===== src/rtl/esc_ramp_seq.sv =====
// esc_ramp_seq: arms four ESC channels on a Wishbone PWM peripheral, ramps each
// motor duty toward its clamped target by at most STEP per ramp tick, and
// zeroes all duties on disarm. An unacknowledged write latches a sticky fault.
//
// Ports:
//   clk, reset           clock; synchronous active-high reset
//   arm                  level, 1 = run motors, 0 = disarm
//   tgt_valid, tgt[127:0] capture four 32-bit target duties (motor n at [32n+31:32n])
//   wbm_*                single-write Wishbone master
//   armed                high in RUN and UPDATE
//   busy                 high while a Wishbone cycle is open
//   fault                sticky ack-timeout flag, cleared only by reset
//
// state   | meaning
// IDLE    | motors stopped, waiting for arm
// INIT    | writing period, then MIN_DUTY to all four duties
// RUN     | armed, waiting for a ramp tick
// UPDATE  | writing the duties that changed on this tick
// DISARM  | writing 0 to all four duties
// FAULT   | slave failed to ack; bus parked until reset
module esc_ramp_seq #(
   parameter logic [31:0] PWM_BASE   = 32'h0000_0000,
   parameter int unsigned PERIOD_US  = 20000,
   parameter int unsigned MIN_DUTY   = 1000,
   parameter int unsigned MAX_DUTY   = 2000,
   parameter int unsigned STEP       = 10,
   parameter int unsigned TICK_DIV   = 50000,
   parameter int unsigned WB_TIMEOUT = 16
) (
   input  logic         clk,
   input  logic         reset,
   input  logic         arm,
   input  logic         tgt_valid,
   input  logic [127:0] tgt,
   output logic         wbm_cyc_o,
   output logic         wbm_stb_o,
   output logic         wbm_we_o,
   output logic [31:0]  wbm_adr_o,
   output logic [3:0]   wbm_sel_o,
   output logic [31:0]  wbm_dat_o,
   input  logic         wbm_ack_i,
   output logic         armed,
   output logic         busy,
   output logic         fault
);
   localparam logic [31:0] MIN_D  = 32'(MIN_DUTY);
   localparam logic [31:0] MAX_D  = 32'(MAX_DUTY);
   localparam logic [31:0] STEP_D = 32'(STEP);
   localparam logic [31:0] PER_D  = 32'(PERIOD_US);
   localparam int TCW = $clog2(TICK_DIV);
   localparam int TOW = $clog2(WB_TIMEOUT + 1);

   typedef enum logic [2:0] {IDLE, INIT, RUN, UPDATE, DISARM, FAULT} state_t;

   state_t state_q, state_d;

   logic [2:0]     idx_q;
   logic [31:0]    cur_q [4];
   logic [31:0]    nxt_q [4];
   logic [31:0]    tgt_q [4];
   logic [31:0]    nxt_calc [4];
   logic           cyc_q, fault_q, tick_pend_q;
   logic [31:0]    adr_q, dat_q;
   logic [TOW-1:0] to_cnt_q;
   logic [TCW-1:0] tick_cnt_q;

   logic        ack_evt, to_evt, tick_tc;
   logic        wr_go, idx_inc, idx_clr, cur_we, cur_init, nxt_ld, tick_clr;
   logic [31:0] wr_adr, wr_dat, cur_val;

   function automatic logic [31:0] clamp(input logic [31:0] v);
      if (v < MIN_D)      return MIN_D;
      else if (v > MAX_D) return MAX_D;
      else                return v;
   endfunction

   assign ack_evt = cyc_q & wbm_ack_i;
   assign to_evt  = cyc_q & ~wbm_ack_i & (to_cnt_q == '0);
   assign tick_tc = (tick_cnt_q == TCW'(TICK_DIV - 1));

   // cur never exceeds MAX_D while running, so cur+STEP cannot wrap
   always_comb begin
      for (int n = 0; n < 4; n++) begin
         nxt_calc[n] = cur_q[n];
         if (cur_q[n] < tgt_q[n])
            nxt_calc[n] = (cur_q[n] + STEP_D < tgt_q[n]) ? cur_q[n] + STEP_D : tgt_q[n];
         else if (cur_q[n] > tgt_q[n])
            nxt_calc[n] = (cur_q[n] - tgt_q[n] > STEP_D) ? cur_q[n] - STEP_D : tgt_q[n];
      end
   end

   always_ff @(posedge clk) begin
      if (reset) state_q <= IDLE;
      else       state_q <= state_d;
   end

   always_comb begin
      state_d  = state_q;
      wr_go    = 1'b0;
      wr_adr   = PWM_BASE;
      wr_dat   = '0;
      idx_inc  = 1'b0;
      idx_clr  = 1'b0;
      cur_we   = 1'b0;
      cur_init = 1'b0;
      cur_val  = '0;
      nxt_ld   = 1'b0;
      tick_clr = 1'b0;
      case (state_q)
         IDLE: if (arm) begin
            state_d = INIT;
            idx_clr = 1'b1;
         end
         INIT: begin
            if (cyc_q) begin
               if (ack_evt) idx_inc = 1'b1;
            end else if (!arm) begin
               state_d = DISARM;
               idx_clr = 1'b1;
            end else if (idx_q == 3'd5) begin
               state_d  = RUN;
               cur_init = 1'b1;
            end else begin
               wr_go  = 1'b1;
               wr_adr = PWM_BASE + {27'd0, idx_q, 2'b00};
               wr_dat = (idx_q == 3'd0) ? PER_D : MIN_D;
            end
         end
         RUN: begin
            if (!arm) begin
               state_d = DISARM;
               idx_clr = 1'b1;
            end else if (tick_pend_q) begin
               state_d  = UPDATE;
               nxt_ld   = 1'b1;
               tick_clr = 1'b1;
               idx_clr  = 1'b1;
            end
         end
         UPDATE: begin
            if (cyc_q) begin
               if (ack_evt) begin
                  cur_we  = 1'b1;
                  cur_val = nxt_q[idx_q[1:0]];
                  idx_inc = 1'b1;
               end
            end else if (!arm) begin
               state_d = DISARM;
               idx_clr = 1'b1;
            end else if (idx_q == 3'd4) begin
               state_d = RUN;
            end else if (nxt_q[idx_q[1:0]] == cur_q[idx_q[1:0]]) begin
               idx_inc = 1'b1;
            end else begin
               wr_go  = 1'b1;
               wr_adr = PWM_BASE + 32'd4 + {28'd0, idx_q[1:0], 2'b00};
               wr_dat = nxt_q[idx_q[1:0]];
            end
         end
         DISARM: begin
            if (cyc_q) begin
               if (ack_evt) begin
                  cur_we  = 1'b1;
                  idx_inc = 1'b1;
               end
            end else if (idx_q == 3'd4) begin
               state_d = IDLE;
            end else begin
               wr_go  = 1'b1;
               wr_adr = PWM_BASE + 32'd4 + {28'd0, idx_q[1:0], 2'b00};
            end
         end
         default: ;
      endcase
      if (to_evt) state_d = FAULT;
   end

   always_ff @(posedge clk) begin
      if (reset) begin
         idx_q       <= '0;
         cyc_q       <= 1'b0;
         adr_q       <= '0;
         dat_q       <= '0;
         to_cnt_q    <= '0;
         fault_q     <= 1'b0;
         tick_cnt_q  <= '0;
         tick_pend_q <= 1'b0;
         for (int n = 0; n < 4; n++) begin
            cur_q[n] <= '0;
            nxt_q[n] <= '0;
            tgt_q[n] <= MIN_D;
         end
      end else begin
         tick_cnt_q <= tick_tc ? '0 : tick_cnt_q + 1'b1;
         // a fresh terminal count wins over consumption so no tick is lost
         if (tick_tc)       tick_pend_q <= 1'b1;
         else if (tick_clr) tick_pend_q <= 1'b0;

         if (idx_clr)      idx_q <= '0;
         else if (idx_inc) idx_q <= idx_q + 3'd1;

         for (int n = 0; n < 4; n++) begin
            if (cur_init) cur_q[n] <= MIN_D;
            if (nxt_ld)   nxt_q[n] <= nxt_calc[n];
            if (tgt_valid && state_q != FAULT) tgt_q[n] <= clamp(tgt[32*n +: 32]);
         end
         if (cur_we) cur_q[idx_q[1:0]] <= cur_val;

         if (wr_go) begin
            cyc_q    <= 1'b1;
            adr_q    <= wr_adr;
            dat_q    <= wr_dat;
            to_cnt_q <= TOW'(WB_TIMEOUT - 1);
         end else if (cyc_q) begin
            if (ack_evt || to_evt) cyc_q <= 1'b0;
            else                   to_cnt_q <= to_cnt_q - 1'b1;
         end
         if (to_evt) fault_q <= 1'b1;
      end
   end

   assign wbm_cyc_o = cyc_q;
   assign wbm_stb_o = cyc_q;
   assign wbm_we_o  = cyc_q;
   assign wbm_sel_o = cyc_q ? 4'hF : 4'h0;
   assign wbm_adr_o = adr_q;
   assign wbm_dat_o = dat_q;
   assign armed     = (state_q == RUN) || (state_q == UPDATE);
   assign busy      = cyc_q;
   assign fault     = fault_q;
endmodule


===== config.mk =====
export PLATFORM = sky130hd
export DESIGN_NAME = esc_ramp_seq
export DESIGN_NICKNAME = d
export VERILOG_FILES = /design/src/rtl/esc_ramp_seq.sv
export SDC_FILE = /design/constraint.sdc
export NUM_CORES = 2
export LEC_CHECK = 0
export ABC_AREA = 1
export CORE_ASPECT_RATIO = 1.2
export CORE_UTILIZATION = 40
export DETAILED_ROUTE_END_ITERATION = 16
export SETUP_SLACK_MARGIN = 0.1
export SKIP_CTS_REPAIR_TIMING = 1
export SYNTH_ARGS = -nofsm -noshare
export SYNTH_HDL_FRONTEND = slang
export SYNTH_SLANG_ARGS = --single-unit

===== constraint.sdc =====
create_clock -name clk -period 5.8 [get_ports clk]
set_input_delay 1.74 -clock clk [delete_from_list [all_inputs] [get_ports clk]]
set_output_delay 1.74 -clock clk [all_outputs]
set_load 0.03 [all_outputs]

==> summary.txt <==
yosys + openroad results -> run status=complete, no violations, post-route met1 wirelength=68.3 mm, power drawn by the combinational cells=2.60 mW, count of flip-flops with a built-in enable after synthesis=384, highest net fanout along the worst path=18, cell total in the yosys stat output=6369, origin of the worst min-delay path=tick_cnt_q[0], number of ports placed on the die boundary=207, summed instance area of the synthesized netlist=0.0421 mm2, Detailed Routing Iterations Pass 1=6, global route total overflow=0, setup violation total in the final timing report=0, post-route setup slack=0.799 ns, Data arrival, critical path=5.40 ns, combinational gates=4853, most frequent cells in the layout=sky130_fd_sc_hd__nand2_1 (1660), sky130_fd_sc_hd__inv_1 (918), sky130_fd_sc_hd__nor2_1 (750), number of unique standard cell types used by synthesis=61, most prevalent standard cell on the critical path=sky130_fd_sc_hd__nor2_1, number of antenna violations at the first check in global routing=0, violation count after the first detailed-route iteration=3869, top routing layer in use=met4, buffering overhead=0.0496, DRC viols=0, met3 GRT Util=0.0296, total sequential power=3.89 mW, Combinational Power Share=0.260, largest delay contributor family on the critical path=simple AND/OR/NAND/NOR gates, area fraction of the dominant cell type after synthesis=0.274, post-synthesis cell type with the largest instance count=sky130_fd_sc_hd__nand2_1, Max-Slew Margin vs Limit=0.208, share of synthesized registers carrying an async set or reset=0, first-pass GRT wire length=239 mm, dominant kind of cell=logic gates, area taken by flip-flops and latches=0.0129 mm2, non-filler instance count after layout=7954, top power group=registers, worst voltage drop across the vdd grid=0.215 mV, Comb area=0.0249 mm2, Non-clk bufs=243, count of inverters not on the clock network in the layout=936, final antenna-violating net count=0, standard cell core area=0.104 mm2, WL met2=69.8 mm, fraction of synthesized cell area in xor and xnor cells=0.0433, commonest register cell after synthesis=sky130_fd_sc_hd__edfxtp_1, class of the most critical hold timing path=register to register, top post-synthesis cells by count=sky130_fd_sc_hd__nand2_1 (1663), sky130_fd_sc_hd__inv_1 (918), sky130_fd_sc_hd__nor2_1 (753), sky130_fd_sc_hd__nand3_1 (503), sky130_fd_sc_hd__a21oi_1 (471), Mux cell area share=0, post-layout min period=5.00 ns, Final clock-cell share=0.0374, worst hold path cell count=1, simple-gate area share of the yosys netlist=0.333, gr busiest metal=met2, final standard cell utilization of the core=0.454, final max-slew violation count=0, CP Capture Type=register, maximum operating frequency=200 MHz, worst setup path startpoint=cur_q[0][1], endpoint of the most critical setup path=nxt_q[0][4], Hold Fails Final Rpt=0, number of flip-flops and latches in the synthesized netlist=451, synthesized netlist cell count=6369, proportion of cell area occupied by multi-input gates=0.528, crit-path cells=ha_1 -> nor2_1 -> nor2_1 -> nand2_1 -> nor2_1 -> nand2_1 -> nor4_2 -> nand3_1 -> nor3_1 -> xor2_1 -> inv_1 -> ha_1 -> a21oi_1 -> nor2_1 -> a211oi_1 -> o221ai_1 -> a21oi_1 -> nand2_1 -> clkinv_1 -> a211oi_1 -> nor2_1, chip area from the yosys synthesis statistics=0.0421 mm2, warning total across the stage logs=46, Fin Setup TNS=0 ns, CTS tree=yes, mean cell area of the mapped netlist=6.60 um2, relative area change from synthesis to final layout=12.0%, clock-pin slew on the worst setup and hold paths=0.07 ns, sequential share of cell area=0.273
**Pin placement**

Scale: 1 px per um. Pins as bars across the die edge, other pins in grey.
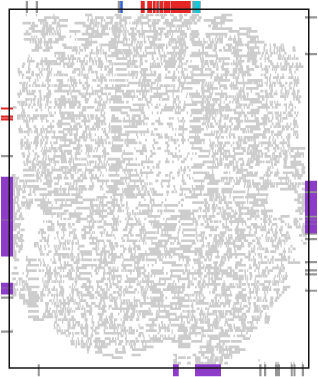
Key: blue = armed [pins 1, direction output, edge top]; purple = tgt [pins 128, direction input, edge 64 left, 32 right, 32 bottom]; red = wbm_dat_o [pins 32, direction output, edge 29 top, 3 left]; cyan = wbm_sel_o [pins 4, direction output, edge top]
All pins by edge: 72 left, 48 top, 46 right, 41 bottom.

**Clock wiring as the flow saved it**

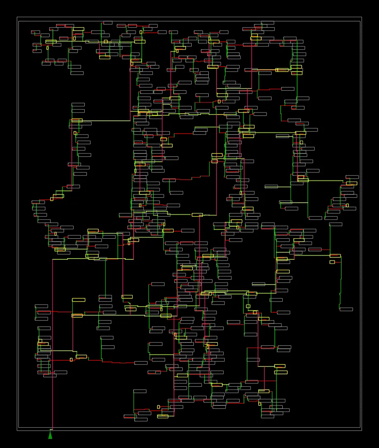
number of clock buffers inserted by TritonCTS: 53
Layout Skew: 0.0282 ns
Layout clock buffers: 70
layout sequential cell count: 451
clk pwr: 3.52 mW

**Signal wires on met4**

Scale: 1 px per um.
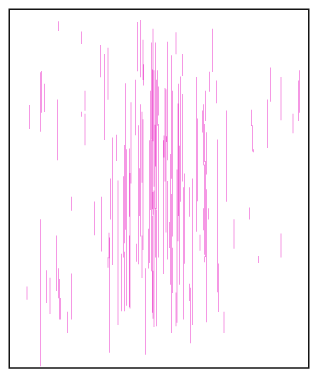
The longest straight run is 156 um. 106 nets have wire on it. The wires run mostly vertical. The layer holds 5.9% of the routed length.
via count: 42600
final wirelength: 159 mm

**Wiring by layer**

Scale: 1 px per um. Two of the layers only.
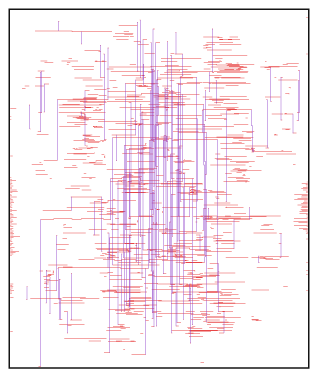
Key: red = metal 3 [wire length 11300 um]; purple = metal 4 [wire length 9290 um]
total routing resource utilization after global routing: 0.292
average detailed-routed wire length per instance: 20.0 um

No activity file was given, so power comes from the tool's default toggle rates.
